===== src/rtl/div_rate_ctrl_if.sv =====
// Control/status bundle for div_rate_ctrl: run/stop levels, divisor handshake
// and the divided-clock outputs. master = control logic, slave = controller.
interface div_rate_ctrl_if #(
  parameter int WIDTH = 26
);
  logic             start;
  logic             stop;
  logic             cfg_valid;
  logic [WIDTH-1:0] cfg_div;
  logic             cfg_ready;
  logic             clk_out;
  logic             tick;
  logic             busy;
  logic [WIDTH-1:0] cur_div;

  modport master (
    output start, stop, cfg_valid, cfg_div,
    input  cfg_ready, clk_out, tick, busy, cur_div
  );

  modport slave (
    input  start, stop, cfg_valid, cfg_div,
    output cfg_ready, clk_out, tick, busy, cur_div
  );
endinterface


===== src/rtl/div_rate_ctrl.sv =====
// Run/stop and divisor controller for the divided-clock generator.
// Define DIV_RATE_CTRL_ALIGN_EN to defer runtime divisor changes to the next wrap.
module div_rate_ctrl #(
  parameter int          WIDTH       = 26,
  parameter int unsigned DEFAULT_DIV = 25000000
) (
  input  logic           clk_in,
  input  logic           rst,
  div_rate_ctrl_if.slave bus
);

  localparam logic [1:0] IDLE     = 2'd0;
  localparam logic [1:0] RUN      = 2'd1;
`ifdef DIV_RATE_CTRL_ALIGN_EN
  localparam logic [1:0] PEND     = 2'd2;
`endif
  localparam logic [1:0] STOPPING = 2'd3;

  localparam logic [WIDTH-1:0] DEF_DIV = WIDTH'(DEFAULT_DIV);

  logic [1:0]       state_reg, state_next;
  logic [WIDTH-1:0] cnt_reg, cnt_next;
  logic [WIDTH-1:0] cur_div_reg, cur_div_next;
  logic             clk_out_reg, clk_out_next;
  logic             tick_reg, tick_next;
`ifdef DIV_RATE_CTRL_ALIGN_EN
  logic [WIDTH-1:0] pend_div_reg, pend_div_next;
  logic             pend_vld_reg, pend_vld_next;
`endif

  logic             cfg_ready;
  logic             accept;
  logic             wrap;
  logic [WIDTH-1:0] cfg_div_clamped;

  assign cfg_ready       = (state_reg == IDLE) || (state_reg == RUN);
  assign accept          = bus.cfg_valid && cfg_ready;
  assign wrap            = (cnt_reg == cur_div_reg);
  assign cfg_div_clamped = (bus.cfg_div == '0) ? WIDTH'(1) : bus.cfg_div;

  always_comb begin
    state_next   = state_reg;
    cnt_next     = cnt_reg;
    cur_div_next = cur_div_reg;
    clk_out_next = clk_out_reg;
    tick_next    = 1'b0;
`ifdef DIV_RATE_CTRL_ALIGN_EN
    pend_div_next = pend_div_reg;
    pend_vld_next = pend_vld_reg;
`endif

    // Every non-idle state counts the same way; the case below only adds transitions.
    if (state_reg != IDLE) begin
      if (wrap) begin
        cnt_next     = '0;
        clk_out_next = ~clk_out_reg;
        tick_next    = 1'b1;
      end else begin
        cnt_next = cnt_reg + 1'b1;
      end
    end

    case (state_reg)
      IDLE: begin
        cnt_next     = '0;
        clk_out_next = 1'b0;
        if (accept)
          cur_div_next = cfg_div_clamped;
        if (bus.start && !bus.stop)
          state_next = RUN;
      end
      RUN: begin
`ifdef DIV_RATE_CTRL_ALIGN_EN
        if (accept) begin
          pend_div_next = cfg_div_clamped;
          pend_vld_next = 1'b1;
        end
        if (bus.stop)
          state_next = STOPPING;
        else if (accept)
          state_next = PEND;
`else
        // Immediate reload: restart the half-period but keep the output level.
        if (accept) begin
          cur_div_next = cfg_div_clamped;
          cnt_next     = '0;
        end
        if (bus.stop)
          state_next = STOPPING;
`endif
      end
`ifdef DIV_RATE_CTRL_ALIGN_EN
      PEND: begin
        if (wrap) begin
          cur_div_next  = pend_div_reg;
          pend_vld_next = 1'b0;
        end
        if (bus.stop)
          state_next = STOPPING;
        else if (wrap)
          state_next = RUN;
      end
`endif
      STOPPING: begin
        if (wrap) begin
`ifdef DIV_RATE_CTRL_ALIGN_EN
          if (pend_vld_reg) begin
            cur_div_next  = pend_div_reg;
            pend_vld_next = 1'b0;
          end
`endif
          // Leaving only on a falling wrap guarantees a full high phase.
          if (clk_out_reg)
            state_next = IDLE;
        end
      end
      default: state_next = IDLE;
    endcase
  end

  always_ff @(posedge clk_in) begin
    if (rst) begin
      state_reg   <= IDLE;
      cnt_reg     <= '0;
      cur_div_reg <= DEF_DIV;
      clk_out_reg <= 1'b0;
      tick_reg    <= 1'b0;
`ifdef DIV_RATE_CTRL_ALIGN_EN
      pend_div_reg <= '0;
      pend_vld_reg <= 1'b0;
`endif
    end else begin
      state_reg   <= state_next;
      cnt_reg     <= cnt_next;
      cur_div_reg <= cur_div_next;
      clk_out_reg <= clk_out_next;
      tick_reg    <= tick_next;
`ifdef DIV_RATE_CTRL_ALIGN_EN
      pend_div_reg <= pend_div_next;
      pend_vld_reg <= pend_vld_next;
`endif
    end
  end

  assign bus.cfg_ready = cfg_ready;
  assign bus.clk_out   = clk_out_reg;
  assign bus.tick      = tick_reg;
  assign bus.busy      = (state_reg != IDLE);
  assign bus.cur_div   = cur_div_reg;

endmodule


===== src/flat_wrapper.sv =====
// flat-port wrapper written by rule: the top's interface ports become plain ports
module div_rate_ctrl_flat 
#(
  parameter int          WIDTH       = 26,
  parameter int unsigned DEFAULT_DIV = 25000000
)
  (clk_in, rst, bus_start, bus_stop, bus_cfg_valid, bus_cfg_div, bus_cfg_ready, bus_clk_out, bus_tick, bus_busy, bus_cur_div);
  div_rate_ctrl_if #(.WIDTH(WIDTH)) bus_i ();
  input  logic clk_in;
  input  logic rst;
  input wire logic [$bits(bus_i.start)-1:0] bus_start;
  input wire logic [$bits(bus_i.stop)-1:0] bus_stop;
  input wire logic [$bits(bus_i.cfg_valid)-1:0] bus_cfg_valid;
  input wire logic [$bits(bus_i.cfg_div)-1:0] bus_cfg_div;
  output wire logic [$bits(bus_i.cfg_ready)-1:0] bus_cfg_ready;
  output wire logic [$bits(bus_i.clk_out)-1:0] bus_clk_out;
  output wire logic [$bits(bus_i.tick)-1:0] bus_tick;
  output wire logic [$bits(bus_i.busy)-1:0] bus_busy;
  output wire logic [$bits(bus_i.cur_div)-1:0] bus_cur_div;
  assign bus_i.start = bus_start;
  assign bus_i.stop = bus_stop;
  assign bus_i.cfg_valid = bus_cfg_valid;
  assign bus_i.cfg_div = bus_cfg_div;
  assign bus_cfg_ready = bus_i.cfg_ready;
  assign bus_clk_out = bus_i.clk_out;
  assign bus_tick = bus_i.tick;
  assign bus_busy = bus_i.busy;
  assign bus_cur_div = bus_i.cur_div;
  div_rate_ctrl #(.WIDTH(WIDTH), .DEFAULT_DIV(DEFAULT_DIV)) u_core (.clk_in(clk_in), .rst(rst), .bus(bus_i));
endmodule

===== config.mk =====
export PLATFORM = sky130hd
export DESIGN_NAME = div_rate_ctrl_flat
export DESIGN_NICKNAME = d
export VERILOG_FILES = /design/src/rtl/div_rate_ctrl_if.sv /design/src/rtl/div_rate_ctrl.sv /design/src/flat_wrapper.sv
export SDC_FILE = /design/constraint.sdc
export NUM_CORES = 1
export LEC_CHECK = 0
export CAP_MARGIN = 25
export CORE_ASPECT_RATIO = 1.5
export CORE_MARGIN = 8
export CORE_UTILIZATION = 53
export DETAILED_ROUTE_END_ITERATION = 8
export HOLD_SLACK_MARGIN = 0.12
export PLACE_DENSITY = 0.84
export RECOVER_POWER = 25
export SYNTH_ARGS = -nofsm -noshare
export SYNTH_HDL_FRONTEND = slang
export SYNTH_SLANG_ARGS = --single-unit

===== constraint.sdc =====
create_clock -name clk_in -period 3.62 [get_ports clk_in]
set_input_delay 0.362 -clock clk_in [delete_from_list [all_inputs] [get_ports clk_in]]
set_output_delay 0.362 -clock clk_in [all_outputs]
set_load 0.03 [all_outputs]

==> deck_impl_summary.md, run 1 <==
Key Metrics from the Run

Run status
  • Outcome: completed

CTS
  • Clock H-tree levels: 2
  • Clk_lat worst skew: 310 ps
  • Post-cts resize count: 0
  • TritonCTS buffer count: 5
  • Post-CTS Setup Inserts: 0
  • Sink Count: 56
  • Clock Tree Buf Depth: 2
  • Clk pin slew, worst setup/hold paths: 90 ps

Route
  • Routed WL per cell: 15.1 µm
  • Vias post-DR: 2,292
  • DRT Wirelength: 6.48 mm
  • Wl on met1: 2.71 mm
  • Total iterations of the first detailed-routing run: 4
  • Met3 routed wirelength: 323 µm

Final layout
  • Logic share of the area: 41.4%
  • Mi-comb count: 232
  • Fin util: 69.5%
  • NonClk Buf Share: 18.6%
  • # clk buffers: 6
  • Sequential cells: 56
  • Flop share of the area: 33.8%
  • Fin nets: 393
  • Logic area: 1370 µm²
  • Share of cells above drive strength 1: 4.14%
  • Antenna diodes: 0
  • Top class by area: combinational gates

Timing
  • Part of the cycle the worst path needs: 59.5%
  • Hold Fails Final Rpt: 0
  • Crit path time final: 2150 ps
  • Slew margin rel.: 39.2%
  • Final setup fails: 0
  • Max frequency: 0.465 GHz
  • Slew Limit Fails: 0

Worst setup path
  • WP data arrival: 1790 ps
  • R2r startpoint: u_core.cnt_reg[19]
  • Endpoint class of the critical path: output port
  • WP depth: 3
  • Reg2Reg Depth: 5
  • Buffers plus inverters on the worst setup path: 2

Floorplan
  • Row count: 31
  • Core footprint: 4770 µm²
  • Core utilization at floorplan: 54.4%

Pwr
  • VDD IR max: 294 µV
  • Overall power: 0.00125 W

Logic synthesis
  • Simple-gate portion of the synthesized area: 30.1%
  • Sequential area share after synthesis: 43.2%
  • Asr flop ratio synth: 0%
  • Mapped Area: 2590 µm²
  • YS chip area: 2590 µm²
  • Register bit total from synthesis: 56
  • Cell count after synthesis: 306
  • Synth area leaders: dfxtp_1, xor2_1, nand2_1
  • Main logic family: simple AND/OR/NAND/NOR gates
  • Yosys cell count: 306
  • Compound Share, Synth: 5.40%
  • YS warnings: 0

Min path
  • Worst min path class: register to register
  • Hold Path Origin: u_core.bus.cur_div[2]

Placement
  • Post-detail-place hpwl: 4.97 mm
  • Pre-CTS setup slack: 1350 ps
  • Placed insts: 420

Global routing
  • Antenna violations before repair: 0
  • M1 GR Usage: 21.8%
  • GR Overflow Total: 0
  • Largest net degree at the start of global routing: 32
  • GR Util met2: 31.1%
  • Gr busiest metal: met2
==> run 1: cell usage in the layout (no fill, tap or decap), types with 3 or more instances in the layout <==
| cell | n |
|---|---|
| inv_1 | 4 |
| nand2_1 | 60 |
| nor3_1 | 3 |
| o21ai_0 | 3 |
| xor2_1 | 45 |
| clkdlybuf4s50_1 | 55 |
| a21oi_1 | 15 |
| xnor2_1 | 4 |
| nor2_1 | 36 |
| clkbuf_8 | 5 |
| nor4_1 | 12 |
| nand3_1 | 10 |
| dlygate4sd3_1 | 5 |
| dfxtp_1 | 56 |
| nand3b_1 | 12 |
| nand4_1 | 11 |
==> run 1: where the power goes <==
group / internal (W) / total (W) / switching [W]
sequential: 0.000636 / 0.000658 / 0.0000220
clock: 0.000206 / 0.000401 / 0.000196
combinational: 0.0000893 / 0.000192 / 0.000103
total: 0.000931 / 0.00125 / 0.000321
==> run 1: worst min path at each step <==
stage | to | slack, ps | cells after the start
after floorplan | u_core.cnt_reg[8] | 480 | 2
after global placement | u_core.bus.cur_div[10] | 470 | 2
after detailed placement | u_core.bus.cur_div[2] | 480 | 2
after CTS | u_core.bus.cur_div[2] | 490 | 2
after global routing | u_core.bus.cur_div[3] | 520 | 2
final | u_core.bus.cur_div[2] | 480 | 2
==> run 1: Yosys cell counts (2+ instances only) <==
master and n:
a21oi_1 15, a31oi_1 2, and3_1 2, and4_1 2, buf_6 4, clkbuf_1 8
dfxtp_1 56, inv_1 4, nand2_1 60, nand3_1 10, nand3b_1 12, nand4_1 11
nor2_1 36, nor2b_1 2, nor3_1 3, nor3_4 2, nor4_1 12, o21ai_0 3
or3_1 2, xnor2_1 4, xor2_1 45
Figure 1. Wires at chosen ports, followed through buffers (run 1).
(4 px per µm)
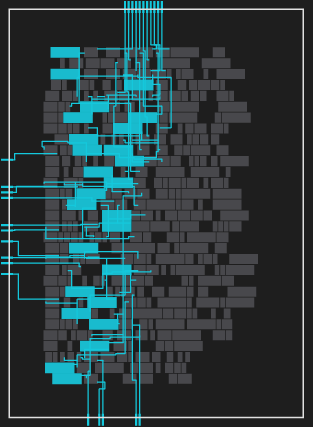
Cyan marks `bus_cur_div`, bits 26, direction output, edge 11 north, 10 west, 5 south, end cells 26, buffers 26, wire 1,210 µm.
io pins: 61
Port Buffer Count: 60

Figure 2. I/O pins on the die edge (run 1).
(3 px per µm) Pins as bars across the die edge, other pins in gray.
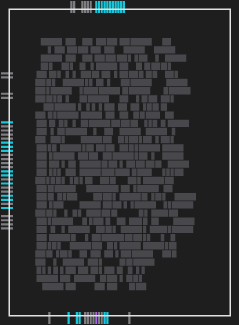
Purple marks `bus_stop`, pins 1, direction input, edge south. Cyan marks `bus_cur_div`, pins 26, direction output, edge 11 north, 10 west, 5 south.
All pins by edge: 30 west, 17 north, 14 south.
die height: 102 µm
Die X: 73.1 µm

Figure 3. Sequential cells grouped by signal name (run 1).
(3 px per µm) Other sequential cells in the stronger gray, the rest of the logic in the fainter gray.
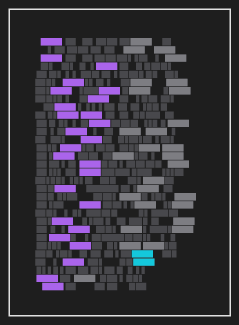
Purple marks `u_core.bus.cur_div`, sequential cells 26. Cyan marks `u_core.state_reg`, sequential cells 2.
Another 28 sequential cells are not colored.
seq pwr: 0.000658 W
FF/Latch Area: 1120 µm²

Figure 4. Metal layers overlaid (run 1).
(4 px per µm)
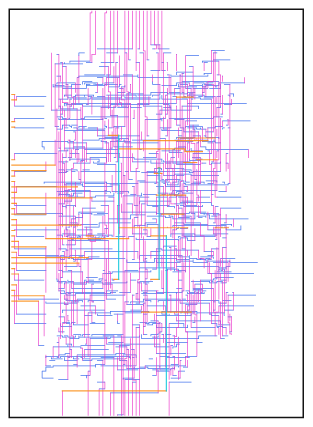

## Run 2: what changed since run 1
--- a/config.mk
+++ b/config.mk
@@ -8,10 +8,10 @@
 export CAP_MARGIN = 25
 export CORE_ASPECT_RATIO = 1.5
 export CORE_MARGIN = 8
-export CORE_UTILIZATION = 53
+export CORE_UTILIZATION = 49
 export DETAILED_ROUTE_END_ITERATION = 8
 export HOLD_SLACK_MARGIN = 0.12
-export PLACE_DENSITY = 0.84
+export PLACE_DENSITY = 0.79
 export RECOVER_POWER = 25
 export SYNTH_ARGS = -nofsm -noshare
 export SYNTH_HDL_FRONTEND = slang
==> constraint.sdc (replaced) <==
create_clock -name clk_in -period 2.05 [get_ports clk_in]
set_input_delay 0.205 -clock clk_in [delete_from_list [all_inputs] [get_ports clk_in]]
set_output_delay 0.205 -clock clk_in [all_outputs]
set_load 0.03 [all_outputs]
Figure 5. Metal layers overlaid (run 2).
(4 px per µm)
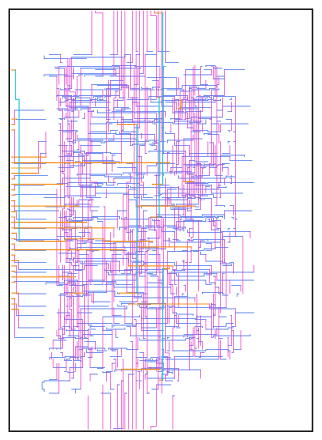
Cyan marks M4, wire length 187 µm. Blue marks M1, wire length 2,770 µm. Magenta marks M2, wire length 3,220 µm. Orange marks M3, wire length 330 µm.
Routed WL per cell: 15.1 µm
DRT Wirelength: 6.51 mm
vias post-DR: 2,255
GRT Overall Usage: 17.8%

Figure 6. Wires at chosen ports, followed through buffers (run 2).
(4 px per µm)
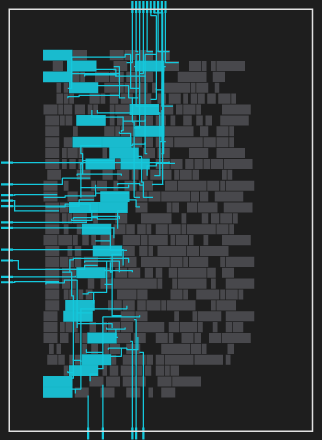

==> deck_impl_summary.md, run 2 <==
Key Metrics from the Run

Run status
  • Outcome: completed (unchanged)

Placement
  • Port Buffer Count: 60 (unchanged)
  • Post-detail-place hpwl: 5.02 mm (was 4.97 mm)
  • Gpl congestion: 0.821 (was 0.843)
  • Placed insts: 424 (was 420)

CTS
  • Clk_lat worst skew: 310 ps (about the same)
  • Post-cts resize count: 0 (unchanged)
  • TritonCTS buffer count: 5 (unchanged)
  • CTS tree: done (unchanged)
  • Hold_buf cts: 0 (unchanged)
  • Clock Tree Buf Depth: 2 (unchanged)
  • Clk pin slew, worst setup/hold paths: 100 ps (was 90 ps)
  • Clock H-tree levels: 2 (unchanged)
  • Sink Count: 56 (unchanged)
  • CTS root buf: clkbuf_8 (unchanged)
  • Post-CTS Setup Inserts: 0 (unchanged)

Worst setup path
  • R2r startpoint: u_core.state_reg[1] (was u_core.cnt_reg[19])
  • CP Class: register to output port (unchanged)
  • Startpoint type of the worst setup path: register (unchanged)
  • Worst Setup SP: u_core.state_reg[1] (unchanged)
  • Crit Path Max Fanout: 9 (unchanged)
  • Endpoint class of the critical path: output port (unchanged)
  • Reg2Reg Setup Slack: 240 ps (was 1520 ps)
  • Reg2Reg Depth: 5 (unchanged)
  • Data required time of the worst path: 1850 ps (was 3260 ps)
  • WP data arrival: 1680 ps (was 1790 ps)

Logic synthesis
  • Sequential area share after synthesis: 43.2% (unchanged)
  • Flip-flops with a built-in enable: 0 (unchanged)
  • Main flop type: dfxtp_1 (unchanged)
  • YS chip area: 2590 µm² (unchanged)
  • Cell count after synthesis: 306 (unchanged)
  • Mapped Area: 2590 µm² (unchanged)
  • Most common cell in the netlist: nand2_1 (unchanged)
  • Synth cell count leaders: nand2_1, dfxtp_1, xor2_1 (unchanged)
  • Dominant cell area share: 43.2% (unchanged)
  • Synth area leaders: dfxtp_1, xor2_1, nand2_1 (unchanged)
  • Register bit total from synthesis: 56 (unchanged)
  • Asr flop ratio synth: 0% (unchanged)
  • YS warnings: 0 (unchanged)
  • Post-synth top area cell: dfxtp_1 (unchanged)
  • Yosys cell count: 306 (unchanged)
  • Netlist cell types: 32 (unchanged)
  • Syn_nets: 338 (unchanged)
  • Synth Area per Inst: 8.48 µm² (unchanged)

Min path
  • Worst min path class: input pin to register (was register to register)
  • Worst Hold Depth: 3 (was 2)
  • Hold Path Origin: bus_cfg_div[17] (was u_core.bus.cur_div[2])

Pwr
  • Pwr dens: 679 nW/µm² (was 378 nW/µm²)
  • VDD IR max: 381 µV (was 294 µV)
  • Leakage: 1.30 nW (was 1.28 nW)

Route
  • Vias per inst: 5.22 (was 5.36)
  • Total iterations of the first detailed-routing run: 4 (unchanged)
  • Post-route ant nets: 0 (unchanged)
  • # DRC: 0 (unchanged)
  • Iter 0 DRT Violations: 142 (was 164)

Final layout
  • Most used logic cell in the final layout: nand2_1 (unchanged)
  • Antenna diodes: 0 (unchanged)
  • Share of cells above drive strength 1: 5.22% (was 4.14%)
  • Non-filler instance count after layout: 432 (was 428)
  • Filler Cells Inserted: 458 (was 400)
  • Fin nets: 395 (was 393)
  • Top Layout Cells: nand2_1, clkdlybuf4s50_1, dfxtp_1 (was nand2_1, dfxtp_1, clkdlybuf4s50_1)
  • Synth-to-layout area growth: 29.7% (was 27.8%)

Global routing
  • Number of global-route vias before repair: 2,321 (was 2,255)
  • Largest net degree at the start of global routing: 27 (was 32)
  • First-pass GRT wire length: 11.1 mm (was 10.8 mm)
  • Antenna violations before repair: 0 (unchanged)
  • GR Overflow Total: 0 (unchanged)

Floorplan
  • Row count: 32 (was 31)
  • Die area: 7930 µm² (was 7440 µm²)
  • Core footprint: 5120 µm² (was 4770 µm²)
  • Die X: 75.4 µm (was 73.1 µm)
  • Io pins: 61 (unchanged)
  • Die height: 105 µm (was 102 µm)
  • Core utilization at floorplan: 50.6% (was 54.4%)

Timing
  • Hold Fails Final Rpt: 0 (unchanged)
  • Slew margin rel.: 63.4% (was 39.2%)
  • Unrepaired setup endpoints after global routing: false (unchanged)
  • Slew Limit Fails: 0 (unchanged)
  • Max frequency: 0.532 GHz
  • Sum of negative setup slack: 0 ps (unchanged)
  • Setup Skew: 7.66 ps (was 10.3 ps)
  • Worst-Margin Slew: 548 ps (was 910 ps)
  • Final setup fails: 0 (unchanged)
  • Crit path time final: 1880 ps
  • Part of the cycle the worst path needs: 91.8%

Run
  • OpenROAD warning count: 26 (unchanged)
  • Max cap viols: 0 (unchanged)
[run 2: critical path, cell delays in order, from the launching register on]
cell,delay (ps)
dfxtp_1,500
nor2_2,140
inv_1,70
clkdlybuf4s50_1,660
[run 2: area by class of cell]
class	count	area [µm²]	area share (%)
Inverter	4	15.0	0.446
Timing Repair Buffer	64	641	19.0
Clock inverter	1	30.0	0.893
Tap cell	68	85.1	2.53
Clock buffer	7	96.3	2.86
Multi-Input combinational cell	232	1380	40.9
Sequential cell	56	1120	33.3
[run 2: where the power goes]
group / internal [W] / leakage, nW / switching [W]
clock network: 0.000431 / 0.0645 / 0.000343
registers: 0.00112 / 0.457 / 0.0000380
logic: 0.000163 / 0.776 / 0.000186
total: 0.00172 / 1.30 / 0.000568
[run 2: kinds of logic after synthesis]
logic type / share of synthesized area, %
compound gates: 5.40
xor+xnor: 16.5
fa+ha+maj: 0.482
buf+inv: 3.86
flops: 43.2
mux: 0.386
simple gates: 30.1
[run 2: routing by layer]
metal	vias to the layer above	global-route usage (%)	part of all wire (%)	wire, µm
met5	-	0	0	0
met4	0	7.87	2.9	186
met3	12	5.26	5.1	330
met2	55	29.1	49	3220
met1	1048	20.6	43	2770
li1	1140	-	-	-
[run 2: stage by stage]
step	total power (W)	hold slack [ps]	util, %	instance area [µm²]	worst slack (ps)
6_report	0.00228	462	65.6	3360	169
5_1_grt	0.00237	487	65.6	3360	67.8
4_1_cts	0.00230	465	65.6	3360	34.4
3_5_place_dp	0.00154	477	63.2	3240	266
3_3_place_gp	0.00153	470	63.2	3240	307
2_1_floorplan	0.00136	329	-	2590	321
[run 2: path summary, 6_finish.rpt]
path                                  to
setup reg to reg      u_core.cnt_reg[23]
setup / recovery                bus_busy
hold reg to reg   u_core.bus.cur_div[23]
hold / removal    u_core.bus.cur_div[17]
Power figures rest on the tool's default switching activity, not on a simulated workload.
